==> src/rtl/stopwatch_clock_core.sv <==
// Stopwatch and time-of-day core with a six-digit 7-segment display.
// A prescaler turns DIV clk cycles into one 10 ms tick. Time of day runs
// continuously; the stopwatch has IDLE/RUN/PAUSE states and, with the
// SWC_LAP_EN macro defined, an extra LAP state that freezes the display
// while counting goes on underneath.
module stopwatch_clock_core #(
    parameter int unsigned DIV = 1000000,
    parameter bit          H24 = 1'b1
) (
    input  logic        clk,
    input  logic        rst_n,
    input  logic        mode,
    input  logic        btn_ss,
    input  logic        btn_lap,
    input  logic        btn_clr,
    input  logic        inc_min,
    input  logic        inc_hour,
    output logic [41:0] seg,
    output logic        running
);

    localparam int unsigned PW       = $clog2(DIV);
    localparam logic [PW-1:0] PRE_LAST = PW'(DIV - 1);
    localparam logic [4:0]  HOUR_RST = H24 ? 5'd0 : 5'd12;

    typedef struct packed {
        logic [6:0] mm;
        logic [5:0] ss;
        logic [6:0] cc;
    } sw_time_t;

`ifdef SWC_LAP_EN
    typedef enum logic [1:0] {ST_IDLE, ST_RUN, ST_PAUSE, ST_LAP} sw_state_e;
`else
    typedef enum logic [1:0] {ST_IDLE, ST_RUN, ST_PAUSE} sw_state_e;
`endif

    function automatic logic [6:0] seg7(input logic [3:0] d);
        case (d)
            4'd0:    return 7'h3F;
            4'd1:    return 7'h06;
            4'd2:    return 7'h5B;
            4'd3:    return 7'h4F;
            4'd4:    return 7'h66;
            4'd5:    return 7'h6D;
            4'd6:    return 7'h7D;
            4'd7:    return 7'h07;
            4'd8:    return 7'h7F;
            4'd9:    return 7'h6F;
            default: return 7'h00;
        endcase
    endfunction

    // Two decimal digits (tens, units) of a 0..99 value.
    function automatic logic [13:0] seg_pair(input logic [6:0] v);
        return {seg7(4'(v / 7'd10)), seg7(4'(v % 7'd10))};
    endfunction

    function automatic logic [4:0] hour_next(input logic [4:0] h);
        if (H24) return (h == 5'd23) ? 5'd0 : h + 5'd1;
        else     return (h == 5'd12) ? 5'd1 : h + 5'd1;
    endfunction

    logic [PW-1:0] pre_q, pre_d;
    logic          tick;
    logic [6:0]    tod_cs_q, tod_cs_d;
    logic [5:0]    tod_s_q, tod_s_d, tod_m_q, tod_m_d;
    logic [4:0]    tod_h_q, tod_h_d;
    logic          sec_carry, min_carry, hour_carry;
    sw_state_e     state_q, state_d;
    sw_time_t      sw_q, sw_d, disp_sw;
    logic [41:0]   seg_q, seg_d;
    logic          show_rst_q;

    // Prescaler terminal count and time-of-day ripple, set pulses overriding carries.
    // NOTE: every signal written here gets a default first so no latch is inferred.
    always_comb begin
        tick       = (pre_q == PRE_LAST);
        pre_d      = tick ? '0 : pre_q + 1'b1;
        tod_cs_d   = tod_cs_q;
        tod_s_d    = tod_s_q;
        tod_m_d    = tod_m_q;
        tod_h_d    = tod_h_q;
        sec_carry  = 1'b0;
        min_carry  = 1'b0;
        hour_carry = 1'b0;
        if (tick) begin
            if (tod_cs_q == 7'd99) begin
                tod_cs_d  = '0;
                sec_carry = 1'b1;
            end else begin
                tod_cs_d = tod_cs_q + 7'd1;
            end
        end
        if (sec_carry) begin
            if (tod_s_q == 6'd59) begin
                tod_s_d   = '0;
                min_carry = 1'b1;
            end else begin
                tod_s_d = tod_s_q + 6'd1;
            end
        end
        if (inc_min) begin
            tod_m_d = (tod_m_q == 6'd59) ? 6'd0 : tod_m_q + 6'd1;
        end else if (min_carry) begin
            if (tod_m_q == 6'd59) begin
                tod_m_d    = '0;
                hour_carry = 1'b1;
            end else begin
                tod_m_d = tod_m_q + 6'd1;
            end
        end
        if (inc_hour || hour_carry) tod_h_d = hour_next(tod_h_q);
    end

    // Prescaler and time-of-day registers.
    // NOTE: sequential state uses <= so every flop samples pre-edge values together.
    always_ff @(posedge clk or negedge rst_n) begin
        if (!rst_n) begin
            pre_q    <= '0;
            tod_cs_q <= '0;
            tod_s_q  <= '0;
            tod_m_q  <= '0;
            tod_h_q  <= HOUR_RST;
        end else begin
            pre_q    <= pre_d;
            tod_cs_q <= tod_cs_d;
            tod_s_q  <= tod_s_d;
            tod_m_q  <= tod_m_d;
            tod_h_q  <= tod_h_d;
        end
    end

    // Stopwatch next state: clear beats start/stop, which beats lap.
    always_comb begin
        state_d = state_q;
        case (state_q)
            ST_IDLE:  if (btn_ss) state_d = ST_RUN;
            ST_RUN: begin
                if (btn_ss) state_d = ST_PAUSE;
`ifdef SWC_LAP_EN
                else if (btn_lap) state_d = ST_LAP;
`endif
            end
            ST_PAUSE: if (btn_ss) state_d = ST_RUN;
`ifdef SWC_LAP_EN
            ST_LAP: begin
                if (btn_ss)       state_d = ST_PAUSE;
                else if (btn_lap) state_d = ST_RUN;
            end
`endif
            default:  state_d = ST_IDLE;
        endcase
        if (btn_clr) state_d = ST_IDLE;
    end

`ifdef SWC_LAP_EN
    assign running = (state_q == ST_RUN) || (state_q == ST_LAP);
`else
    assign running = (state_q == ST_RUN);
    logic lap_unused;
    assign lap_unused = btn_lap;
`endif

    // Stopwatch counters advance on tick only while running; 99:59.99 wraps to zero.
    always_comb begin
        sw_d = sw_q;
        if (btn_clr) begin
            sw_d = '0;
        end else if (running && tick) begin
            if (sw_q.cc == 7'd99) begin
                sw_d.cc = '0;
                if (sw_q.ss == 6'd59) begin
                    sw_d.ss = '0;
                    sw_d.mm = (sw_q.mm == 7'd99) ? 7'd0 : sw_q.mm + 7'd1;
                end else begin
                    sw_d.ss = sw_q.ss + 6'd1;
                end
            end else begin
                sw_d.cc = sw_q.cc + 7'd1;
            end
        end
    end

    // Stopwatch state register and counters.
    always_ff @(posedge clk or negedge rst_n) begin
        if (!rst_n) begin
            state_q <= ST_IDLE;
            sw_q    <= '0;
        end else begin
            state_q <= state_d;
            sw_q    <= sw_d;
        end
    end

`ifdef SWC_LAP_EN
    sw_time_t lap_q, lap_d;

    // Lap hold captures the pre-edge count on entry to LAP.
    always_comb begin
        lap_d = lap_q;
        if (state_q == ST_RUN && state_d == ST_LAP) lap_d = sw_q;
    end

    // Lap hold register.
    always_ff @(posedge clk or negedge rst_n) begin
        if (!rst_n) lap_q <= '0;
        else        lap_q <= lap_d;
    end
`endif

    // Digit encoding for the selected display source.
    always_comb begin
        disp_sw = sw_q;
`ifdef SWC_LAP_EN
        if (state_q == ST_LAP) disp_sw = lap_q;
`endif
        if (mode) seg_d = {seg_pair(disp_sw.mm), seg_pair({1'b0, disp_sw.ss}),
                           seg_pair(disp_sw.cc)};
        else      seg_d = {seg_pair({2'b00, tod_h_q}), seg_pair({1'b0, tod_m_q}),
                           seg_pair({1'b0, tod_s_q})};
    end

    // Registered display; until the first edge after reset the encoding of the
    // reset state is passed straight through so it follows mode during reset.
    always_ff @(posedge clk or negedge rst_n) begin
        if (!rst_n) begin
            seg_q      <= '0;
            show_rst_q <= 1'b1;
        end else begin
            seg_q      <= seg_d;
            show_rst_q <= 1'b0;
        end
    end

    assign seg = show_rst_q ? seg_d : seg_q;

endmodule
==> config.mk <==
export PLATFORM = sky130hd
export DESIGN_NAME = stopwatch_clock_core
export DESIGN_NICKNAME = d
export VERILOG_FILES = /design/src/rtl/stopwatch_clock_core.sv
export SDC_FILE = /design/constraint.sdc
export NUM_CORES = 1
export LEC_CHECK = 0
export ABC_CLOCK_PERIOD_IN_PS = 11500
export CORE_UTILIZATION = 60
export CTS_BUF_LIST = sky130_fd_sc_hd__clkbuf_8
export CTS_CLUSTER_SIZE = 16
export DETAILED_ROUTE_END_ITERATION = 16
export PLACE_DENSITY = 0.8
export RECOVER_POWER = 100
export SYNTH_ARGS = -nofsm -noshare
export SYNTH_HDL_FRONTEND = slang
export SYNTH_SLANG_ARGS = --single-unit
==> constraint.sdc <==
create_clock -name clk -period 11.5 [get_ports clk]
set_clock_uncertainty 0.15 [all_clocks]
set_input_delay 2.3 -clock clk [delete_from_list [all_inputs] [get_ports clk]]
set_output_delay 2.3 -clock clk [all_outputs]
set_load 0.005 [all_outputs]
==> run_1/clock_map.png <==
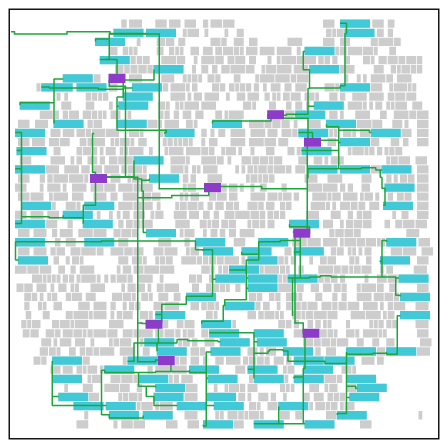
Key: clock wires = green [length 1,430 um]; cells driving clock nets = purple [count 9]; flip-flops = cyan [count 109]
There are 10 routed clock nets. Position of the flops: widely spread.
Clock power frac: 14.6%
Late-Pin Clk Latency: 0.40 ns

==> run_1/metal_stack.png <==
The bar under the picture is 50 um long.
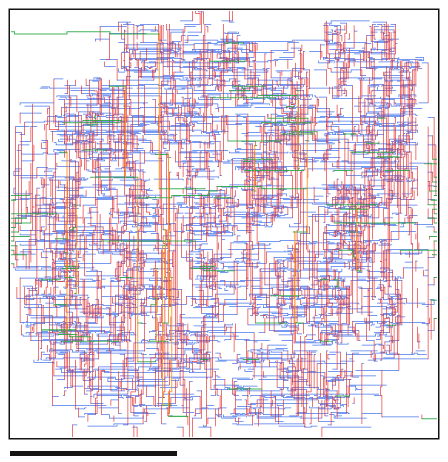
Key: met3 = green [wire length 732 um]; met1 = blue [wire length 10,200 um]; met4 = orange [wire length 491 um]; met2 = red [wire length 9,870 um]
DR vias: 8,183
Routed WL: 21.3 mm
Tot GR Track Use: 26.4%
Avg WL per Cell: 15.8 um

==> run_results.csv, run 1 <==
group,metric,value,unit
clock_tree,cts_root_buf,"clkbuf_8",
grt,grt_pass1_wl,35.0,mm
setup_path,critical_path_class,"in -> out",
yosys,ys_seq_elements,109,
power,powerDensity,163,mW/mm^2
yosys,synthSimpleGateAreaFrac,21.7,%
yosys,yosys.area.top_type,"dfrtp_1",
run,warning_count,93,
die,pin_count,51,
die,fp.coreArea,0.0153,mm^2
timing,slew_violations,159,
setup_path,reg2reg_depth,8,
clock_tree,cts_setup_buffers,0,
clock_tree,cts.repair.resized,0,
setup_path,cp_top_family,"buffers and inverters",
outcome,status,"complete, but fails checks",
grt,grt_max_degree,60,
power,combPwrFrac,54.8,%
cells_and_area,clockNetworkAreaShare,1.97,%
run,cap_violations,3,
yosys,edf_count,0,
detailed_routing,via_per_inst,6.08,
cells_and_area,n_clock_buffer,10,
yosys,synthTopCellsByCount,"110 x nand2_1, 108 x dfrtp_1, 95 x ha_1",
outcome,violations,"capacitance limit, slew limit",
==> run_1/pins.png <==
Pins as bars across the die edge, other pins in gray.
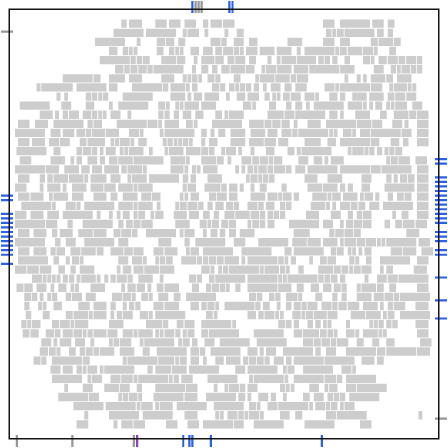
Key: running = purple [pins 1, direction output, edge south]; seg = blue [pins 42, direction output, edge 21 east, 13 west, 5 south, 3 north]

-- run 1: per-stage QoR --
stage / setup WS (ns) / cell area, um^2 / instances / hold WS (ns) / power [mW]
3_3_place_gp: 4.06 / 10000 / 1329 / 0.325 / 1.41
2_1_floorplan: 5.00 / 9500 / 1126 / 0.297 / 1.15
3_5_place_dp: 4.02 / 10000 / 1329 / 0.330 / 1.43
6_report: 2.11 / 10200 / 1345 / 0.351 / 1.66
4_1_cts: 3.53 / 10200 / 1345 / 0.351 / 1.67
5_1_grt: 1.87 / 10200 / 1345 / 0.363 / 1.78
-- run 1: sequential cells by signal, summed over array words and instances, names as in the netlist --
name / count
tod_s_q: 6
pre_q: 20
tod_h_q: 5
tod_cs_q: 7
state_q: 2
tod_m_q: 6
seg_q: 42
disp_sw: 20
show_rst_q: 1
==> run_1/port_nets.png <==
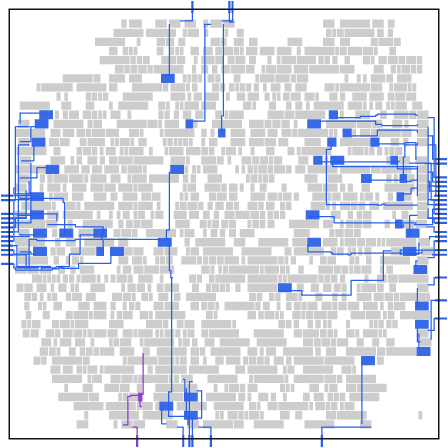

==> run 2, diff against run 1 <==
--- a/config.mk
+++ b/config.mk
@@ -5,7 +5,7 @@
 export SDC_FILE = /design/constraint.sdc
 export NUM_CORES = 1
 export LEC_CHECK = 0
-export ABC_CLOCK_PERIOD_IN_PS = 11500
+export ABC_CLOCK_PERIOD_IN_PS = 9660
 export CORE_UTILIZATION = 60
 export CTS_BUF_LIST = sky130_fd_sc_hd__clkbuf_8
 export CTS_CLUSTER_SIZE = 16
==> constraint.sdc (replaced) <==
create_clock -name clk -period 9.66 [get_ports clk]
set_clock_uncertainty 0.15 [all_clocks]
set_input_delay 1.932 -clock clk [delete_from_list [all_inputs] [get_ports clk]]
set_output_delay 1.932 -clock clk [all_outputs]
set_load 0.005 [all_outputs]
==> run_2/port_nets.png <==
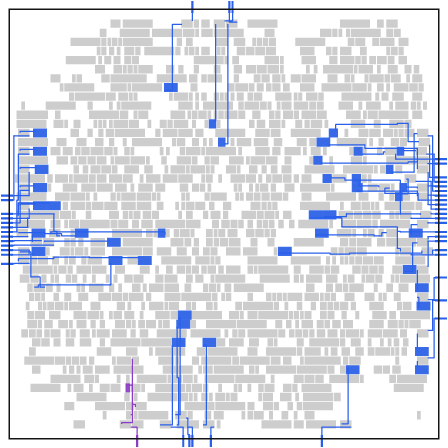
Key: seg = blue [bits 42, direction output, end cells 42, buffers 42, wire 1,190 um]; running = purple [bits 1, direction output, end cells 1, buffers 1, wire 31.2 um]

==> run_2/metal_stack.png <==
The bar under the picture is 50 um long.
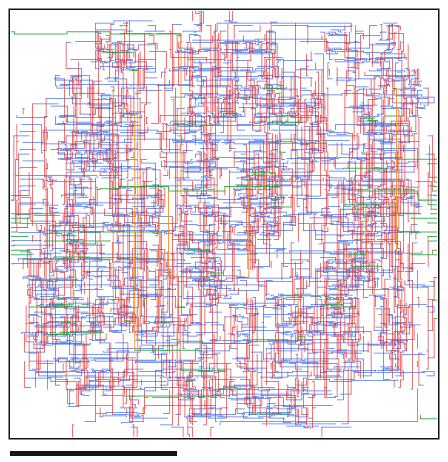
Key: met3 = green [wire length 855 um]; met2 = red [wire length 10,000 um]; met1 = blue [wire length 9,950 um]; met4 = orange [wire length 506 um]
Tot GR Track Use: 27.0%
DR vias: 8,184
Routed WL: 21.3 mm

==> run_results.csv, run 2 <==
group,metric,value,unit
timing,hold-worst-slack,0.341,ns
placement,place_ws,2.52,ns
clock_tree,cts.repair.resized,0,
run,cap_violations,2,
timing,slew_violations,112,
yosys,synthTopCellsByCount,"110 x nand2_1, 108 x dfrtp_1, 95 x ha_1",
grt,grt_max_degree,64,
cells_and_area,largest_register_ffs,42,
outcome,violations,"capacitance limit, slew limit",
setup_path,cp_top_family,"AND-OR/OR-AND gates",
cells_and_area,n_clock_buffer,9,
die,fp.coreArea,0.0153,mm^2
outcome,status,"complete, but fails checks",
detailed_routing,wire_per_inst,15.9,um
die,pin_count,51,
clock_tree,cts_setup_buffers,0,
clock_tree,cts_root_buf,"clkbuf_8",
setup_path,critical_path_class,"reg -> out",
power,combPwrFrac,53.4,%
clock_tree,clock.latency.late_pin,0.40,ns
yosys,yosys.area.top_type,"dfrtp_1",
setup_path,reg2reg_depth,8,
power,clock_power_share,16.3,%
cells_and_area,clockNetworkAreaShare,2.22,%
detailed_routing,via_per_inst,6.08,
==> run 2: cell counts after synthesis <==
Identical to the previous run, type by type.
==> run 2: kinds of logic (layout without fill, tap and decap cells) <==
kind of cell	count (synthesis)	after routing	share of synthesized area, %
xor+xnor	46	46	4.24
compound gates	311	311	22.5
flops	109	109	28.7
mux	49	49	5.65
fa+ha+maj	95	95	12.5
other cells	1	1	0.0395
buf+inv	113	121	4.61
simple gates	402	402	21.7
==> run 2: through the flow <==
step / utilization [%] / instances / cell area (um^2)
after global placement: 65.5 / 1329 / 10000
after floorplan: - / 1126 / 9500
after detailed placement: 65.5 / 1329 / 10000
after CTS: 67.0 / 1345 / 10300
final: 66.6 / 1345 / 10200
after global routing: 66.6 / 1345 / 10200
No activity file was given, so power comes from the tool's default toggle rates.
